<file path="config.mk">
export PLATFORM = sky130hd
export DESIGN_NAME = cci_mpf_shim_wr_packet_heap
export DESIGN_NICKNAME = d
export VERILOG_FILES = /design/src/rtl/cci_mpf_shim_wr_packet_heap.sv
export SDC_FILE = /design/constraint.sdc
export NUM_CORES = 1
export LEC_CHECK = 0
export ABC_AREA = 1
export CORE_AREA = 3 3 446 448
export DETAILED_ROUTE_END_ITERATION = 10
export DIE_AREA = 0 0 449 451
export PLACE_DENSITY = 0.37
export SYNTH_ARGS = -nofsm -noshare
export SYNTH_HDL_FRONTEND = slang
export SYNTH_SLANG_ARGS = --single-unit
export TNS_END_PERCENT = 30
</file>
<file path="constraint.sdc">
create_clock -name clk -period 4.3 [get_ports clk]
set_input_delay 0.43 -clock clk [delete_from_list [all_inputs] [get_ports clk]]
set_output_delay 0.43 -clock clk [all_outputs]
set_load 0.02 [all_outputs]
</file>
<file path="src/rtl/cci_mpf_shim_wr_packet_heap.sv">
// AFU-edge write-data path: gathers multi-beat write packets into heap slots,
// recycles slots through a two-write-port free-index FIFO and emits one control flit per packet.
module cci_mpf_shim_wr_packet_heap #(
    parameter int N_SLOTS           = 32,
    parameter int MAX_BEATS         = 4,
    parameter int ADDR_WIDTH        = 42,
    parameter int DATA_WIDTH        = 512,
    parameter int ALMFULL_THRESHOLD = 8,
    localparam int SLOT_W = (N_SLOTS > 1) ? $clog2(N_SLOTS) : 1,
    localparam int LEN_W  = (MAX_BEATS > 1) ? $clog2(MAX_BEATS) : 1
) (
    input  logic                    clk,
    input  logic                    reset_n,
    input  logic                    in_valid,
    input  logic                    in_sop,
    input  logic [LEN_W-1:0]        in_len,
    input  logic [ADDR_WIDTH-1:0]   in_addr,
    input  logic [DATA_WIDTH-1:0]   in_data,
    output logic                    in_almfull,
    output logic                    heap_wen,
    output logic [SLOT_W+LEN_W-1:0] heap_widx,
    output logic [DATA_WIDTH-1:0]   heap_wdata,
    output logic                    out_valid,
    output logic [ADDR_WIDTH-1:0]   out_addr,
    output logic [LEN_W-1:0]        out_len,
    output logic [SLOT_W-1:0]       out_slot,
    input  logic                    dn_almfull,
    input  logic                    free_en,
    input  logic [SLOT_W-1:0]       free_slot,
    output logic [3:0]              err
);

    localparam int CNT_W = $clog2(N_SLOTS + 1);

    typedef enum logic [1:0] {
        ST_IDLE   = 2'd0,
        ST_ACTIVE = 2'd1,
        ST_DROP   = 2'd2
    } pkt_state_e;

    pkt_state_e              state_q, state_d;
    logic [ADDR_WIDTH-1:0]   addr_q, addr_d;
    logic [LEN_W-1:0]        len_q, len_d;
    logic [SLOT_W-1:0]       slot_q, slot_d;
    logic [LEN_W-1:0]        cnt_q, cnt_d;

    logic [SLOT_W-1:0]       fifo_q [N_SLOTS];
    logic [SLOT_W-1:0]       head_q, head_d;
    logic [SLOT_W-1:0]       tail_q, tail_d;
    logic [CNT_W-1:0]        count_q, count_d;

    logic                    almf_q, almf_d;
    logic [3:0]              err_q, err_d;
    logic                    wen_q, wen_d;
    logic [SLOT_W+LEN_W-1:0] widx_q, widx_d;
    logic [DATA_WIDTH-1:0]   wdata_q, wdata_d;
    logic                    ov_q, ov_d;
    logic [ADDR_WIDTH-1:0]   oaddr_q, oaddr_d;
    logic [LEN_W-1:0]        olen_q, olen_d;
    logic [SLOT_W-1:0]       oslot_q, oslot_d;

    logic                    abandon;
    logic                    eop_pop;
    logic                    free_ok;
    logic [1:0]              pop_n;
    logic [1:0]              push_n;
    logic [LEN_W-1:0]        len_in;
    logic [LEN_W-1:0]        cnt_inc;
    logic [SLOT_W-1:0]       new_slot;
    logic [CNT_W-1:0]        occ_after;
    logic                    wr0_en, wr1_en;
    logic [SLOT_W-1:0]       wr0_idx, wr1_idx;
    logic                    raw_almfull;

    // With one beat per packet every sop is its own eop, whatever in_len says.
    assign len_in  = (MAX_BEATS == 1) ? '0 : in_len;
    assign cnt_inc = cnt_q + LEN_W'(1);

    always_ff @(posedge clk or negedge reset_n) begin
        if (!reset_n) begin
            state_q <= ST_IDLE;
            addr_q  <= '0;
            len_q   <= '0;
            slot_q  <= '0;
            cnt_q   <= '0;
            head_q  <= '0;
            tail_q  <= '0;
            count_q <= CNT_W'(N_SLOTS);
            almf_q  <= 1'b1;
            err_q   <= '0;
            wen_q   <= 1'b0;
            widx_q  <= '0;
            wdata_q <= '0;
            ov_q    <= 1'b0;
            oaddr_q <= '0;
            olen_q  <= '0;
            oslot_q <= '0;
        end else begin
            state_q <= state_d;
            addr_q  <= addr_d;
            len_q   <= len_d;
            slot_q  <= slot_d;
            cnt_q   <= cnt_d;
            head_q  <= head_d;
            tail_q  <= tail_d;
            count_q <= count_d;
            almf_q  <= almf_d;
            err_q   <= err_d;
            wen_q   <= wen_d;
            widx_q  <= widx_d;
            wdata_q <= wdata_d;
            ov_q    <= ov_d;
            oaddr_q <= oaddr_d;
            olen_q  <= olen_d;
            oslot_q <= oslot_d;
        end
    end

    always_ff @(posedge clk or negedge reset_n) begin
        if (!reset_n) begin
            for (int i = 0; i < N_SLOTS; i++) begin
                fifo_q[i] <= SLOT_W'(i);
            end
        end else begin
            if (wr0_en) fifo_q[wr0_idx] <= slot_q;
            if (wr1_en) fifo_q[wr1_idx] <= free_slot;
        end
    end

    // An abandoned packet's slot is still at the head: it is popped and
    // re-pushed at the tail, so the new sop allocates from one entry further on.
    always_comb begin
        new_slot = fifo_q[head_q + SLOT_W'(abandon)];
        if (abandon && count_q == CNT_W'(1)) begin
            new_slot = slot_q;
        end
    end

    always_comb begin
        state_d = state_q;
        addr_d  = addr_q;
        len_d   = len_q;
        slot_d  = slot_q;
        cnt_d   = cnt_q;
        err_d   = err_q;
        wen_d   = 1'b0;
        widx_d  = widx_q;
        wdata_d = wdata_q;
        ov_d    = 1'b0;
        oaddr_d = oaddr_q;
        olen_d  = olen_q;
        oslot_d = oslot_q;
        abandon = 1'b0;
        eop_pop = 1'b0;

        if (in_valid && in_sop) begin
            if (state_q == ST_ACTIVE) begin
                abandon  = 1'b1;
                err_d[0] = 1'b1;
            end
            if ((in_addr[LEN_W-1:0] & len_in) != '0) begin
                err_d[1] = 1'b1;
            end
            if (count_q == '0) begin
                err_d[2] = 1'b1;
                state_d  = ST_DROP;
            end else begin
                addr_d  = in_addr;
                len_d   = len_in;
                slot_d  = new_slot;
                cnt_d   = '0;
                wen_d   = 1'b1;
                widx_d  = {new_slot, LEN_W'(0)};
                wdata_d = in_data;
                if (len_in == '0) begin
                    eop_pop = 1'b1;
                    ov_d    = 1'b1;
                    oaddr_d = in_addr;
                    olen_d  = len_in;
                    oslot_d = new_slot;
                    state_d = ST_IDLE;
                end else begin
                    state_d = ST_ACTIVE;
                end
            end
        end else if (in_valid) begin
            case (state_q)
                ST_ACTIVE: begin
                    cnt_d   = cnt_inc;
                    wen_d   = 1'b1;
                    widx_d  = {slot_q, cnt_inc};
                    wdata_d = in_data;
                    if (cnt_inc == len_q) begin
                        eop_pop = 1'b1;
                        ov_d    = 1'b1;
                        oaddr_d = addr_q;
                        olen_d  = len_q;
                        oslot_d = slot_q;
                        state_d = ST_IDLE;
                    end
                end
                ST_IDLE: err_d[0] = 1'b1;
                default: ;
            endcase
        end

        // A slot popped this cycle makes room for a returning one.
        occ_after = count_q - CNT_W'(eop_pop);
        free_ok   = free_en && (occ_after != CNT_W'(N_SLOTS));
        if (free_en && !free_ok) begin
            err_d[3] = 1'b1;
        end

        pop_n   = {1'b0, abandon} + {1'b0, eop_pop};
        push_n  = {1'b0, abandon} + {1'b0, free_ok};
        wr0_en  = abandon;
        wr0_idx = tail_q;
        wr1_en  = free_ok;
        wr1_idx = tail_q + SLOT_W'(abandon);
        head_d  = head_q + SLOT_W'(pop_n);
        tail_d  = tail_q + SLOT_W'(push_n);
        count_d = count_q - CNT_W'(pop_n) + CNT_W'(push_n);
    end

    // Almost-full may only rise between packets; once up it holds while the cause persists.
    assign raw_almfull = dn_almfull || (int'(count_q) < ALMFULL_THRESHOLD + 2);
    assign almf_d      = raw_almfull && (almf_q || (state_d != ST_ACTIVE));

    assign in_almfull = almf_q;
    assign heap_wen   = wen_q;
    assign heap_widx  = widx_q;
    assign heap_wdata = wdata_q;
    assign out_valid  = ov_q;
    assign out_addr   = oaddr_q;
    assign out_len    = olen_q;
    assign out_slot   = oslot_q;
    assign err        = err_q;

endmodule

</file>
==> run summary <==
Flow results follow.

Among all stages on the critical path, the maximum delay recorded is 590 ps. The post-placement setup slack is -110 ps. The number of nets still failing antenna checks after routing is 0. The run finished with clean final reports. In this run, the number of DRC markers left after iteration 0 of detailed routing was roughly 2,400. The yosys warning tally is 0. Max-cap violations in this run came to 0. The worst hold path depth is 3. The number of setup violations in the final report is 0. Grouping stages by cell kind, the critical path spends the most delay in adder cells.

In this run the number of H-tree levels came out at 3. Setup repair after global routing left no endpoint under its margin. The largest fanout of any net on the critical path is 3.

The maximum number of pins on one net before global-route repair is about 160. The share of cells above drive strength 1 is 8.36%. Port buffering added about 1,100 buffers.

Per the hold report, the tightest min-delay path originates at in_data[464]. The worst reg-to-reg setup slack is ~310 ps. The type of destination of the critical path is a flip-flop. The clock-pin slew of the registers on the worst-case setup and hold paths is 60 ps.
[what timing repair did]
action | in CTS | in global routing
gates resized | 0 | 2
setup endpoints to repair | 0 | 2
hold buffers | 1 | 0
hold endpoints to repair | 49 | 0
buffers inserted | 0 | 2
[cell type report]
| cell class | count | area share [%] |
|---|---|---|
| timing repair buffer | 1236 | 23.0 |
| tap | 2624 | 6.13 |
| inverter | 199 | 1.42 |
| clock inverter | 32 | 0.734 |
| clock buffer | 173 | 5.90 |
| antenna | 22 | 0.103 |
| multi-input combinational | 3087 | 25.0 |
| sequential | 802 | 37.7 |
[cell families after synthesis]
kind of cell / Yosys count / share of synthesized area [%]
flip-flops: 802 / 57.3
adder cells (fa/ha/maj): 29 / 1.12
multiplexers: 5 / 0.160
XOR/XNOR: 20 / 0.519
buffers and inverters: 408 / 4.89
AND-OR/OR-AND: 389 / 5.75
AND/OR/NAND/NOR: 2644 / 30.3
[routing by layer]
metal  wire length, um  global-route usage [%]  share of wire (%)
met1             79400                    22.3                 40
met3             14800                    6.01                7.4
met5               339                       0               0.17
met4              4640                    4.75                2.3
met2            102000                    34.3                 51
[worst reg2reg max path: cells and delay by family (launching register included)]
family / cells / cell delay, ps
DFF: 1 / 520
adders and majority gates: 5 / 1270
and+or+nand+nor: 14 / 1030
buffers and inverters: 6 / 360
AOI/OAI and AO/OA: 3 / 460
xor gates and xnor gates: 2 / 300
[state kept, by name (all words and copies together), names as in the netlist, 6 cells and up]
register    count
out_addr       42
count_q         6
fifo_q        160
addr_q         42
heap_wdata    512
heap_widx       6
[path summary, 6_finish.rpt]
kind / endpoint
setup / recovery: count_q[5]
hold / removal: heap_wdata[464]
setup reg to reg: count_q[5]
hold reg to reg: heap_wdata[89]
max in group asynchronous: slot_q[0]
min in group asynchronous: err[3]
==> images/placement_by_type.png <==
Bar = 100 um. Fill, decap, tap and diode cells in gray.
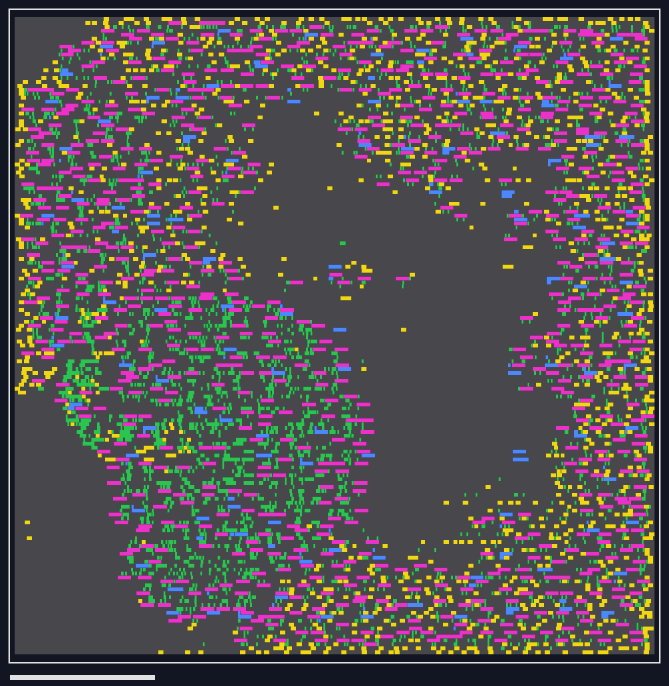
green -> combinational and other logic  # cells 3,286
yellow -> other buffers and delay cells  # cells 1,236
blue -> clock drivers and dummy loads  # cells 205
magenta -> flops  # cells 802
final core area utilization: 27.4%
core box area: 195,000 um^2
flop share of the area: 37.7%

==> images/layer_met2.png <==
Bar = 100 um.
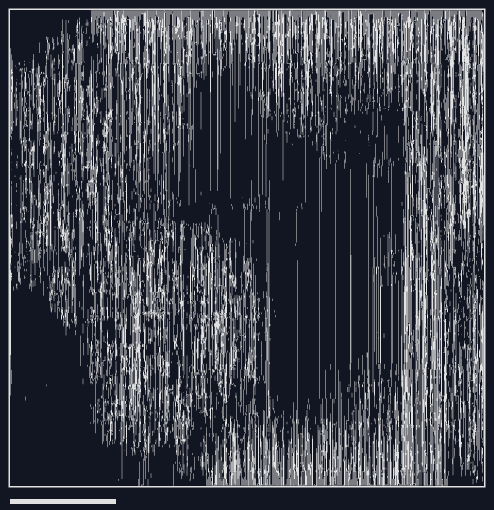
nets with wire on the layer = 4,759
main direction = vertical
longest straight run = 228 um
share of all routed wire = 51%
wire length on this layer = 102 mm
via count: 33,000
Detailed Route WL: 201,000 um
met2 GRT Util: 34.3%

==> images/clk_routes.png <==
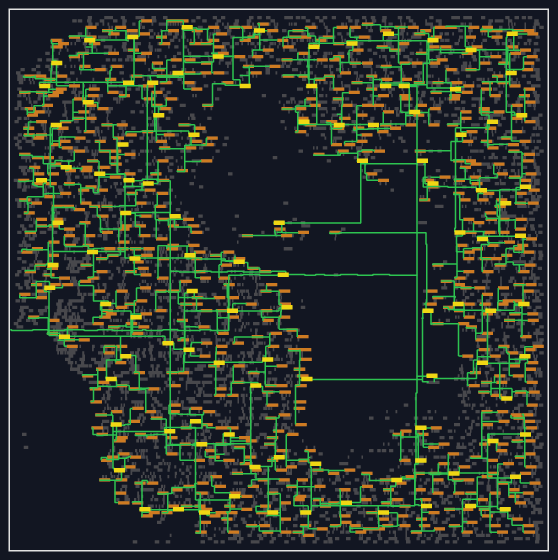
yellow -> clock drivers  # count 108
orange -> flip-flops  # count 802
green -> clock wires  # length 14,700 um
routed clock nets = 109
flops lie = all over the die
setup skew after layout: 47.3 ps
Clk. pwr: 9.17 mW
clock latency on the worst-skew pair: 740 ps
relative contribution of the clock network to total power: 24.5%

==> images/placement.png <==
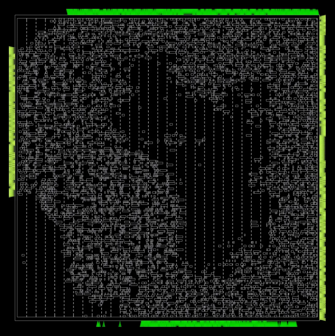
filler cell count: 21,300
total number of tap cells: 2,624

==> images/power_grid.png <==
Pins as bars on the die edge. Tap cells in gray.
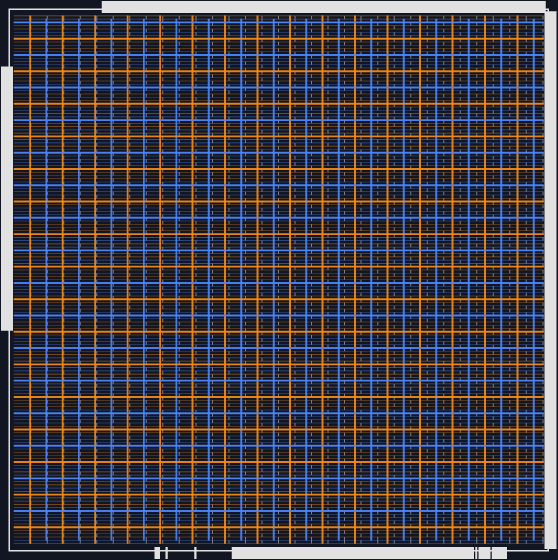
blue -> VDD
orange -> VSS
tap cells = 2,624
rows = 162
signal pins = 1,142
met5 straps = 32
met4 straps = 32
worst vdd rail ir drop: 0.000366 V
height of the die: 451 um

Power and IR drop assume default switching activity.
